### src/rtl/cache_pkg.sv
// Shared geometry and backing-memory model for the two-level cache.
// Optional L2 level is enabled by defining CACHE_L2_EN.
package cache_pkg;
    localparam int ADDR_W   = 11;
    localparam int DATA_W   = 32;
    localparam int L1_WAYS  = 2;
    localparam int L1_SETS  = 8;
    localparam int L1_IDX_W = $clog2(L1_SETS);
    localparam int L1_TAG_W = ADDR_W - L1_IDX_W;
    localparam int L2_LINES = 64;
    localparam int L2_IDX_W = $clog2(L2_LINES);
    localparam int L2_TAG_W = ADDR_W - L2_IDX_W;
    localparam int PAD_W    = DATA_W / 2 - ADDR_W;

    // Backing store: each word encodes its own address twice.
    function automatic logic [DATA_W-1:0] mem_word(input logic [ADDR_W-1:0] a);
        return {{PAD_W{1'b0}}, a, {PAD_W{1'b0}}, a};
    endfunction
endpackage

### src/rtl/cache_l2_direct.sv
// Direct-mapped L2: combinational lookup of the current array state plus a
// write port that fills one line per cycle. Used when CACHE_L2_EN is defined.
module cache_l2_direct
    import cache_pkg::*;
(
    input  logic              clk,
    input  logic              rst,
    input  logic [ADDR_W-1:0] lookup_addr,
    output logic              lookup_hit,
    output logic [DATA_W-1:0] lookup_data,
    input  logic              fill_en,
    input  logic [ADDR_W-1:0] fill_addr,
    input  logic [DATA_W-1:0] fill_data
);
    logic [L2_LINES-1:0] valid_reg;
    logic [L2_TAG_W-1:0] tag_mem  [L2_LINES];
    logic [DATA_W-1:0]   data_mem [L2_LINES];

    logic [L2_IDX_W-1:0] lookup_idx;
    logic [L2_IDX_W-1:0] fill_idx;

    assign lookup_idx  = lookup_addr[L2_IDX_W-1:0];
    assign fill_idx    = fill_addr[L2_IDX_W-1:0];
    assign lookup_hit  = valid_reg[lookup_idx] &&
                         (tag_mem[lookup_idx] == lookup_addr[ADDR_W-1:L2_IDX_W]);
    assign lookup_data = data_mem[lookup_idx];

    always_ff @(posedge clk) begin
        if (rst) begin
            valid_reg <= '0;
        end else if (fill_en) begin
            valid_reg[fill_idx] <= 1'b1;
        end
    end

    // Tag/data storage is left unreset; validity alone gates a hit.
    always_ff @(posedge clk) begin
        if (fill_en && !rst) begin
            tag_mem[fill_idx]  <= fill_addr[ADDR_W-1:L2_IDX_W];
            data_mem[fill_idx] <= fill_data;
        end
    end
endmodule

### src/rtl/cache_system_2way.sv
// Two-way set-associative L1 with one-word lines in front of an optional
// direct-mapped L2 (CACHE_L2_EN) and a combinational backing memory.
module cache_system_2way
    import cache_pkg::*;
(
    input  logic              clk,
    input  logic              rst,
    input  logic [ADDR_W-1:0] addr,
    input  logic              read,
    output logic [DATA_W-1:0] read_data,
    output logic              l1_hit,
    output logic              l2_hit
);
    logic [L1_IDX_W-1:0] idx;
    logic [L1_TAG_W-1:0] tag;
    logic [L1_WAYS-1:0]  way_hit;
    logic [L1_WAYS-1:0]  way_valid;
    logic [L1_WAYS-1:0]  fill_way;
    logic [DATA_W-1:0]   way_data [L1_WAYS];
    logic [L1_SETS-1:0]  lru_reg;
    logic                l1_miss;
    logic                hit_way;
    logic                victim_way;
    logic [DATA_W-1:0]   fill_data;
    logic                l2_lookup_hit;
    logic [DATA_W-1:0]   l2_lookup_data;

    assign idx     = addr[L1_IDX_W-1:0];
    assign tag     = addr[ADDR_W-1:L1_IDX_W];
    assign l1_miss = ~|way_hit;
    assign hit_way = way_hit[1];

`ifdef CACHE_L2_EN
    logic l2_fill_en;

    assign l2_fill_en = read && l1_miss && !l2_lookup_hit;

    cache_l2_direct u_l2 (
        .clk         (clk),
        .rst         (rst),
        .lookup_addr (addr),
        .lookup_hit  (l2_lookup_hit),
        .lookup_data (l2_lookup_data),
        .fill_en     (l2_fill_en),
        .fill_addr   (addr),
        .fill_data   (mem_word(addr))
    );
`else
    assign l2_lookup_hit  = 1'b0;
    assign l2_lookup_data = '0;
`endif

    assign fill_data = l2_lookup_hit ? l2_lookup_data : mem_word(addr);

    // Prefer an empty way (way 0 first) before evicting the LRU way.
    always_comb begin
        victim_way = lru_reg[idx];
        if (!way_valid[0]) begin
            victim_way = 1'b0;
        end else if (!way_valid[1]) begin
            victim_way = 1'b1;
        end
    end

    genvar gi;
    generate
        for (gi = 0; gi < L1_WAYS; gi++) begin : g_way
            logic [L1_SETS-1:0]  valid_reg;
            logic [L1_TAG_W-1:0] tag_mem  [L1_SETS];
            logic [DATA_W-1:0]   data_mem [L1_SETS];

            assign way_valid[gi] = valid_reg[idx];
            assign way_hit[gi]   = valid_reg[idx] && (tag_mem[idx] == tag);
            assign way_data[gi]  = data_mem[idx];
            assign fill_way[gi]  = read && l1_miss && (victim_way == 1'(gi));

            always_ff @(posedge clk) begin
                if (rst) begin
                    valid_reg <= '0;
                end else if (fill_way[gi]) begin
                    valid_reg[idx] <= 1'b1;
                end
            end

            always_ff @(posedge clk) begin
                if (fill_way[gi] && !rst) begin
                    tag_mem[idx]  <= tag;
                    data_mem[idx] <= fill_data;
                end
            end
        end
    endgenerate

    // LRU bit names the way to evict next: the one not just touched.
    always_ff @(posedge clk) begin
        if (rst) begin
            lru_reg <= '0;
        end else if (read) begin
            lru_reg[idx] <= l1_miss ? ~victim_way : ~hit_way;
        end
    end

    always_ff @(posedge clk) begin
        if (rst) begin
            l1_hit    <= 1'b0;
            l2_hit    <= 1'b0;
            read_data <= '0;
        end else if (read) begin
            l1_hit    <= !l1_miss;
            l2_hit    <= l1_miss && l2_lookup_hit;
            read_data <= l1_miss ? fill_data : way_data[hit_way];
        end else begin
            l1_hit <= 1'b0;
            l2_hit <= 1'b0;
        end
    end
endmodule

### config.mk
export PLATFORM = sky130hd
export DESIGN_NAME = cache_system_2way
export DESIGN_NICKNAME = d
export VERILOG_FILES = /design/src/rtl/cache_pkg.sv /design/src/rtl/cache_l2_direct.sv /design/src/rtl/cache_system_2way.sv
export SDC_FILE = /design/constraint.sdc
export NUM_CORES = 1
export LEC_CHECK = 0
export ABC_CLOCK_PERIOD_IN_PS = 11800
export CAP_MARGIN = 20
export CELL_PAD_IN_SITES_DETAIL_PLACEMENT = 1
export CELL_PAD_IN_SITES_GLOBAL_PLACEMENT = 2
export CORE_ASPECT_RATIO = 1.25
export CORE_MARGIN = 2
export CORE_UTILIZATION = 30
export DETAILED_ROUTE_END_ITERATION = 8
export PLACE_DENSITY = 0.61
export RECOVER_POWER = 25
export SLEW_MARGIN = 30
export SYNTH_ARGS = -nofsm -noshare
export SYNTH_HDL_FRONTEND = slang
export SYNTH_HIERARCHICAL = 1
export SYNTH_SLANG_ARGS = --single-unit
### constraint.sdc
create_clock -name clk -period 11.8 [get_ports clk]
set_input_delay 3.54 -clock clk [delete_from_list [all_inputs] [get_ports clk]]
set_output_delay 3.54 -clock clk [all_outputs]
set_load 0.01 [all_outputs]
### Clock wires, drivers and flops, run 1

Scale bar: 50 µm.
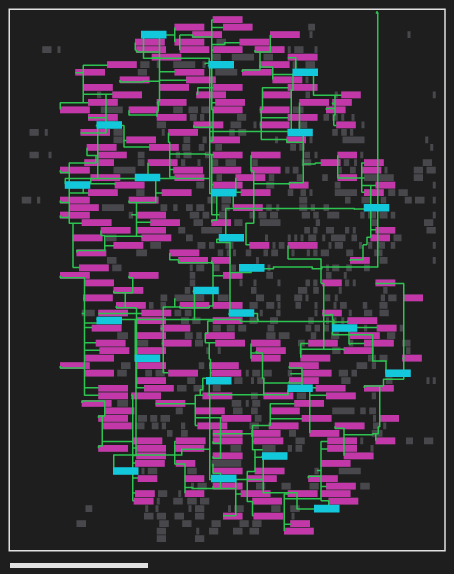
- cyan: clock-net drivers (count 23)
- magenta: flip-flops (count 212)
- green: clock wires (length 2720 µm)
- routed clock nets: 24

### Metal layers overlaid, run 1

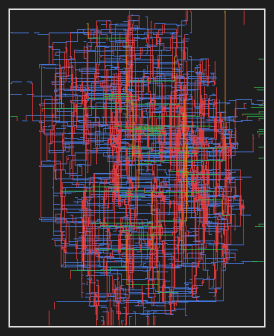
- blue: M1 (wire length 10400 µm)
- green: M3 (wire length 1120 µm)
- orange: M4 (wire length 590 µm)
- red: M2 (wire length 12300 µm)

==> flow_summary.yaml, run 1 <==
# yosys + openroad results
finish:
  final_area_um2: 10200
  fillers: 2974
  area_growth_pct: 16.2
  nClkBuffers: 30
  comb_share_pct: 23.6
  inverters_excl_clock: 19
  antennaDiodeCount: 0
  largest_register_ffs: 176
  largest_cell_class: "registers"
  logic_area_um2: 2410
  signal_buffers: 52
  seq_area_share_pct: 58.9
  buffer_area_share_pct: 4.32
  drive_above_1_share_pct: 15.2
  final_layout_top_logic_cell: "edfxtp_1"
floorplanning:
  chip_area_um2: 30600
  num_rows: 70
  dieWidth_um: 157
  fp-utilization_pct: 30.3
  dieHeight_um: 195
critical_path:
  reg2reg_depth: 8
  cp.depth: 9
  cp_top_family: "buffers and inverters"
  cp.arrival_ns: 8.11
  cp_num_buf_inv: 2
  cp-start-kind: "primary input"
  rr_endpoint: "g_way[0].data_mem[7][19]"
  critPathSlowestCell: "clkbuf_1"
  crit_chain: "clkbuf_1, inv_1, a221o_1, a22oi_1, xnor2_1, nor2_1, nand4b_1, nand4_2, nor2_2"
  critPathMaxStageDelay_ns: 1.01
  crit_fanout: 25
yosys:
  ys_chip_area_um2: 8780
  synth_seq_share_pct: 68.4
  synth-edff-count: 176
  synthCells: 592
  synth_area_um2: 8780
  synth_area_leader_cell: "edfxtp_1"
  yosysWarnings: 6
  synth.top_cell.area_share_pct: 60.2
  yosys_most_used_dff: "edfxtp_1"
  synthTopCellsByArea: "edfxtp_1 60%, dfxtp_1 8.2%, mux2i_1 4.8%"
  ys_ff: 212
  yosys_cells: 592
  synth_cell_types: 61
grt:
  grt_pass1_wl_um: 36800
  top_usage_layer: "met2"
  grt_pass1_vias: 5603
  overflow: 0
  grt_max_degree: 63
  antenna_found_initial: 0
  grtUsageMet1_pct: 21.1
drt:
  drtPass1Iterations: 4
  met1_length_um: 10400
  antenna_left: 0
  viasPerCell: 5.00
clock_network:
  cts_sinks: 212
  clk_pin_slew_ns: 0.06
  postCtsSetupRepairBufs: 0
  ctsHoldBuffers: 0
  htree_levels: 1
  cts_buffer_depth: 3
  cts_tree: "built"
  cts-root-buf: "clkbuf_16"
final_timing:
  rsz0062_at_grt: "false"
  fin_tns_setup_ns: 0
  period_used_pct: 67.6
  period_minus_slack_ns: 7.98
  finalSetupViolCount: 0
  hold_viol: 0
  relSlewSlack_pct: 3.39
  skew_ns: 0.0222
  worst_slack_ns: 3.82
hold_path:
  worstHoldStart: "g_way[1].valid_reg[1]"
  min_delay_path_depth: 2
  hold_class: "reg2reg"
  holdPathEnd: "g_way[1].valid_reg[1]"
power:
  power.leakage_nw: 3.29
  ir_worst_vdd_mv: 0.0652
  cellPowerDensity_nw_per_um2: 165
  finalPower_mw: 1.68
place:
  place.gp.congestion: 0.842
  dp_hpwl_um: 15900
job:
  warnings: 26
  max-cap-violations: 0
outcome:
  status: "completed"
### The metal 2 layer, run 1

Cells faint in the background.
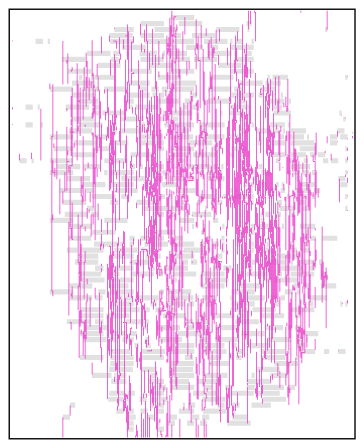
- longest straight run: 70.5 µm
- main direction: vertical
- wire length on this layer: 12300 µm
- share of all routed wire: 50%
routed via count: 5166
grt met2 use: 27.5%
Routed WL: 24400 µm

## run 1: cells by family (layout without fill, tap and decap cells)
logic type             count (synthesis)  in the layout  share of synthesized area [%]
AND-OR/OR-AND                        112            112                           9.42
other                                  1             11                         0.0427
buffers and inverters                 77            113                           4.96
multiplexers                          66             66                           9.15
XOR/XNOR                              15             15                           1.50
flip-flops                           212            212                           68.4
AND/OR/NAND/NOR                      109            109                           6.49
## run 1: power by group
part / leakage [nW] / total [mW] / internal [mW] / switching, mW
sequential: 1.88 / 0.824 / 0.820 / 0.00406
clock: 0.384 / 0.737 / 0.443 / 0.293
combinational: 1.03 / 0.121 / 0.0414 / 0.0793
### Met3 routing, run 1

Scale bar: 50 µm. Cells faint in the background.
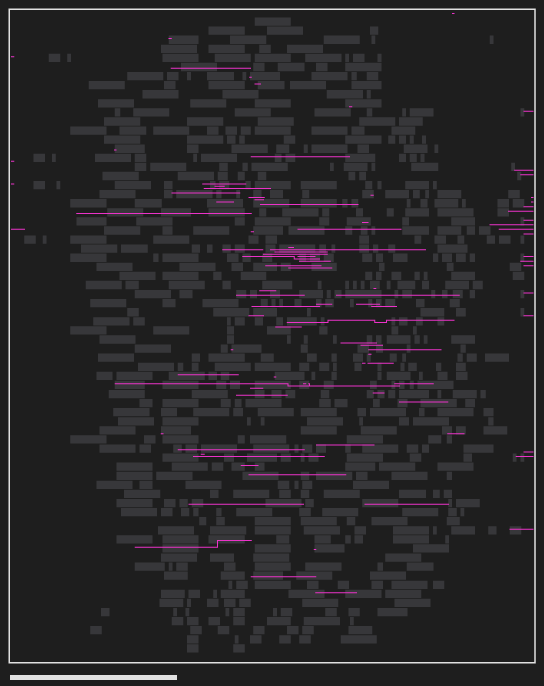

## Run 2: what changed since run 1
Settings changed: ABC_CLOCK_PERIOD_IN_PS 11800 to 7000, PLACE_DENSITY 0.61 to 0.63.
Clock period 11.8 ns to 7 ns, I/O delays scaled along.
### Met3 routing, run 2

Scale bar: 50 µm. Cells faint in the background.
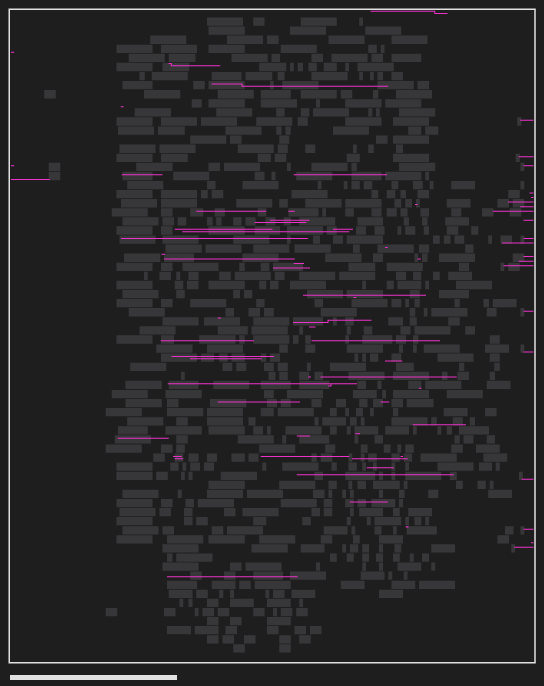
- share of all routed wire: 4.2%
- nets with wire on the layer: 47

==> flow_summary.yaml, run 2 <==
# yosys + openroad results
power:
  cellPowerDensity_nw_per_um2: 277
  power.leakage_nw: 3.38
  ir_worst_vdd_mv: 0.147
finish:
  antennaDiodeCount: 0
  largest_register_ffs: 176
  final_area_um2: 10300
  inverters_excl_clock: 19
  drive_above_1_share_pct: 14.8
  largest_cell_class: "registers"
  area_growth_pct: 17.6
  logic_area_um2: 2370
  buffer_area_share_pct: 5.68
critical_path:
  rr_endpoint: "g_way[1].data_mem[2][10]"
  cp-start-kind: "primary input"
  critPathMaxStageDelay_ns: 1.08
  critPathSlowestCell: "clkbuf_1"
floorplanning:
  dieHeight_um: 195
  fp-utilization_pct: 30.3
hold_path:
  min_delay_path_depth: 2
  holdPathEnd: "g_way[0].valid_reg[0]"
  hold_class: "reg2reg"
  worstHoldStart: "g_way[0].valid_reg[0]"
drt:
  drtPass1Iterations: 4
  routed_wirelength_um: 23300
  antenna_left: 0
final_timing:
  fin_tns_setup_ns: 0
  hold_viol: 0
  period_used_pct: 83.7
  skew_ns: 0.0189
  finalSetupViolCount: 0
outcome:
  status: "completed"
clock_network:
  cts_sinks: 212
  postCtsSetupRepairBufs: 0
  cts_tree: "built"
  ctsHoldBuffers: 0
  clk_pin_slew_ns: 0.06
place:
  dp_hpwl_um: 15400
grt:
  grt_pass1_vias: 5625
yosys:
  synth_area_um2: 8780
  synth-edff-count: 176
  synth.top_cell.area_share_pct: 60.2
job:
  max-cap-violations: 0
### Track usage over the die, run 2

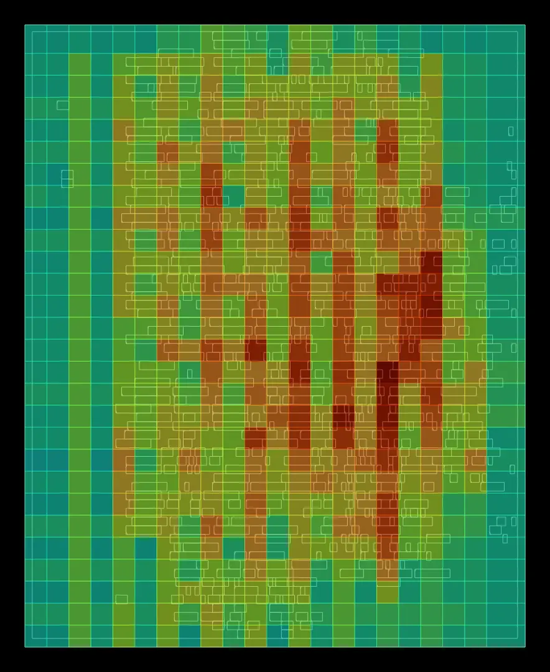
M1 GR Usage: 19.5%
final core area utilization: 35.6%
GRT Total Usage: 15.6%
DR WL/cell: 22.2 µm
GRT Max-Usage Layer: met2

[run 2: critical path, delay by kind of cell]
| kind | cells | cell delay [ns] |
|---|---|---|
| AND/OR/NAND/NOR | 4 | 1.53 |
| AND-OR/OR-AND | 1 | 0.59 |
| buffers and inverters | 3 | 1.79 |
[run 2: cell families (layout without fill, tap and decap cells)]
group | count (synthesis) | count (layout) | synth area share [%]
xor gates and xnor gates | 15 | 15 | 1.50
buffers and inverters | 77 | 131 | 4.96
muxes | 66 | 66 | 9.15
AOI/OAI and AO/OA | 112 | 112 | 9.42
DFF | 212 | 212 | 68.4
other | 1 | 11 | 0.0427
and+or+nand+nor | 109 | 109 | 6.49
[run 2: power breakdown]
group	leakage, nW	switching (mW)	internal (mW)
Combinational	1.13	0.125	0.0716
Sequential	1.88	0.00696	1.38
Clock	0.377	0.485	0.784
### The metal 2 layer, run 2

Cells faint in the background.
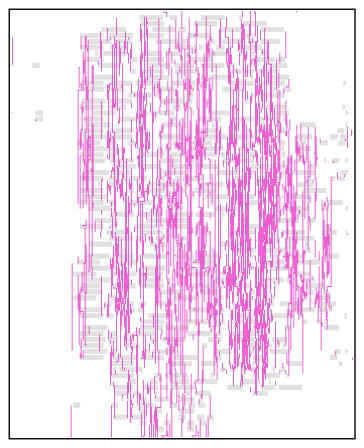

## Run 3: what changed since run 2
Settings changed: ABC_CLOCK_PERIOD_IN_PS 7000 to 5000.
Clock period 7 ns to 5 ns, I/O delays scaled along.
### The metal 2 layer, run 3

Cells faint in the background.
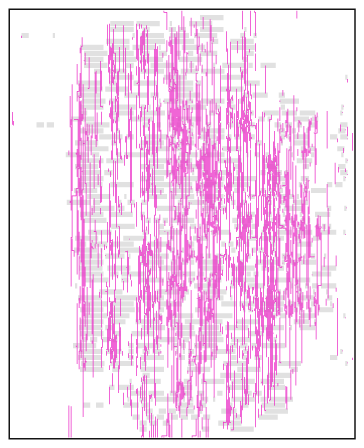
- nets with wire on the layer: 632
- longest straight run: 100 µm
- main direction: vertical

### Metal layers overlaid, run 3

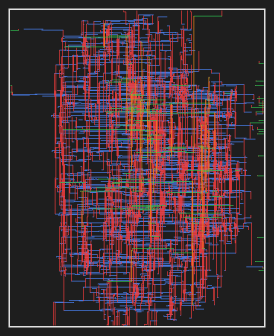
- green: M3 (wire length 1130 µm)
- orange: M4 (wire length 936 µm)
- red: M2 (wire length 13400 µm)
- blue: M1 (wire length 11300 µm)
GRT Total Usage: 17.7%
Routed WL: 26800 µm
DR WL/cell: 24.4 µm
routed via count: 5567

==> flow_summary.yaml, run 3 <==
# yosys + openroad results
outcome:
  status: "completed"
finish:
  inverters_excl_clock: 19
  drive_above_1_share_pct: 21.4
  post-route-util_pct: 36.7
  largest_cell_class: "registers"
  signal_buffers: 117
  antennaDiodeCount: 0
  buffer_area_share_pct: 8.95
  comb_share_pct: 22.7
  nClkBuffers: 25
  logic_area_um2: 2410
  area_growth_pct: 21.3
  final_area_um2: 10600
  largest_register_ffs: 176
  final_layout_top_logic_cell: "edfxtp_1"
  fillers: 2982
  seq_area_share_pct: 56.4
yosys:
  synth_cell_types: 61
  synth_area_leader_cell: "edfxtp_1"
  synthCells: 592
  synth-edff-count: 176
  ys_chip_area_um2: 8780
  synthTopCellsByArea: "edfxtp_1 60%, dfxtp_1 8.2%, mux2i_1 4.8%"
  synth_area_um2: 8780
  yosys_cells: 592
  postSynthAreaPerCell_um2: 14.8
  yosys_most_used_dff: "edfxtp_1"
  ys_ff: 212
  synth_seq_share_pct: 68.4
  yosysWarnings: 6
  synth.top_cell.area_share_pct: 60.2
final_timing:
  skew_ns: 0.0159
  fin_tns_setup_ns: 0
  hold_ws_ns: 0.489
  rsz0062_at_grt: "false"
  finalSetupViolCount: 0
  period_used_pct: 91.7
  period_minus_slack_ns: 4.59
  relSlewSlack_pct: 42.7
  worst_slack_ns: 0.414
  hold_viol: 0
place:
  place.gp.congestion: 0.851
  placed_area_um2: 10000
  dp_hpwl_um: 19200
  dpl_worst_slack_ns: 0.0248
critical_path:
  ff2ff_setup_slack_ns: 1.72
  rr_endpoint: "g_way[0].data_mem[6][13]"
  cp_num_buf_inv: 3
  critPathMaxStageDelay_ns: 0.79
  cp_top_family: "simple AND/OR/NAND/NOR gates"
  crit_chain: "buf_4, clkbuf_1, mux2i_1, a22oi_1, and3_1, o21ai_1, nor4_4, nand2_1, buf_4, nand4_2, nor2_2"
  cp.depth: 11
  cp.arrival_ns: 4.71
  reg2reg_depth: 9
  crit_fanout: 29
  critPathSlowestCell: "nor2_2"
  cp-start-kind: "primary input"
clock_network:
  cts_buffer_depth: 3
  cts_tree: "built"
  ctsHoldBuffers: 0
  postCtsSetupRepairBufs: 0
  cts_sinks: 212
  cts-root-buf: "clkbuf_16"
  clk_pin_slew_ns: 0.07
  htree_levels: 1
drt:
  antenna_left: 0
  drtPass1Iterations: 5
grt:
  grt_pass1_vias: 5878
  overflow: 0
  grt_pass1_wl_um: 40000
  grt_max_degree: 37
  antenna_found_initial: 0
floorplanning:
  fp-utilization_pct: 30.3
  core_area_um2: 29000
  dieWidth_um: 157
  dieHeight_um: 195
  num_rows: 70
  chip_area_um2: 30600
hold_path:
  holdPathEnd: "g_way[0].valid_reg[0]"
  worstHoldStart: "g_way[0].valid_reg[0]"
  min_delay_path_depth: 2
  hold_class: "reg2reg"
job:
  max-cap-violations: 0
  warnings: 26
power:
  ir_worst_vdd_mv: 0.197
  power.leakage_nw: 3.53
  cellPowerDensity_nw_per_um2: 366
-- run 3: metal layers --
metal | global-route usage, % | wire length, µm | part of all wire (%)
met2 | 31.0 | 13400 | 50
met4 | 5.71 | 935 | 3.5
met1 | 22.9 | 11300 | 42
met5 | 0 | 0 | 0
met3 | 1.89 | 1130 | 4.2
-- run 3: logic make-up (layout without fill, tap and decap cells) --
group | after synthesis | count (layout) | share of synthesized area (%)
and+or+nand+nor | 109 | 109 | 6.49
muxes | 66 | 66 | 9.15
other | 1 | 11 | 0.0427
buffers and inverters | 77 | 175 | 4.96
DFF | 212 | 212 | 68.4
xor gates and xnor gates | 15 | 15 | 1.50
AOI/OAI and AO/OA | 112 | 112 | 9.42
-- run 3: power by group --
group	switching [mW]	internal, mW
logic	0.205	0.131
clock network	0.715	0.904
registers	0.0103	1.93
total	0.931	2.97
Power and IR drop assume default switching activity.
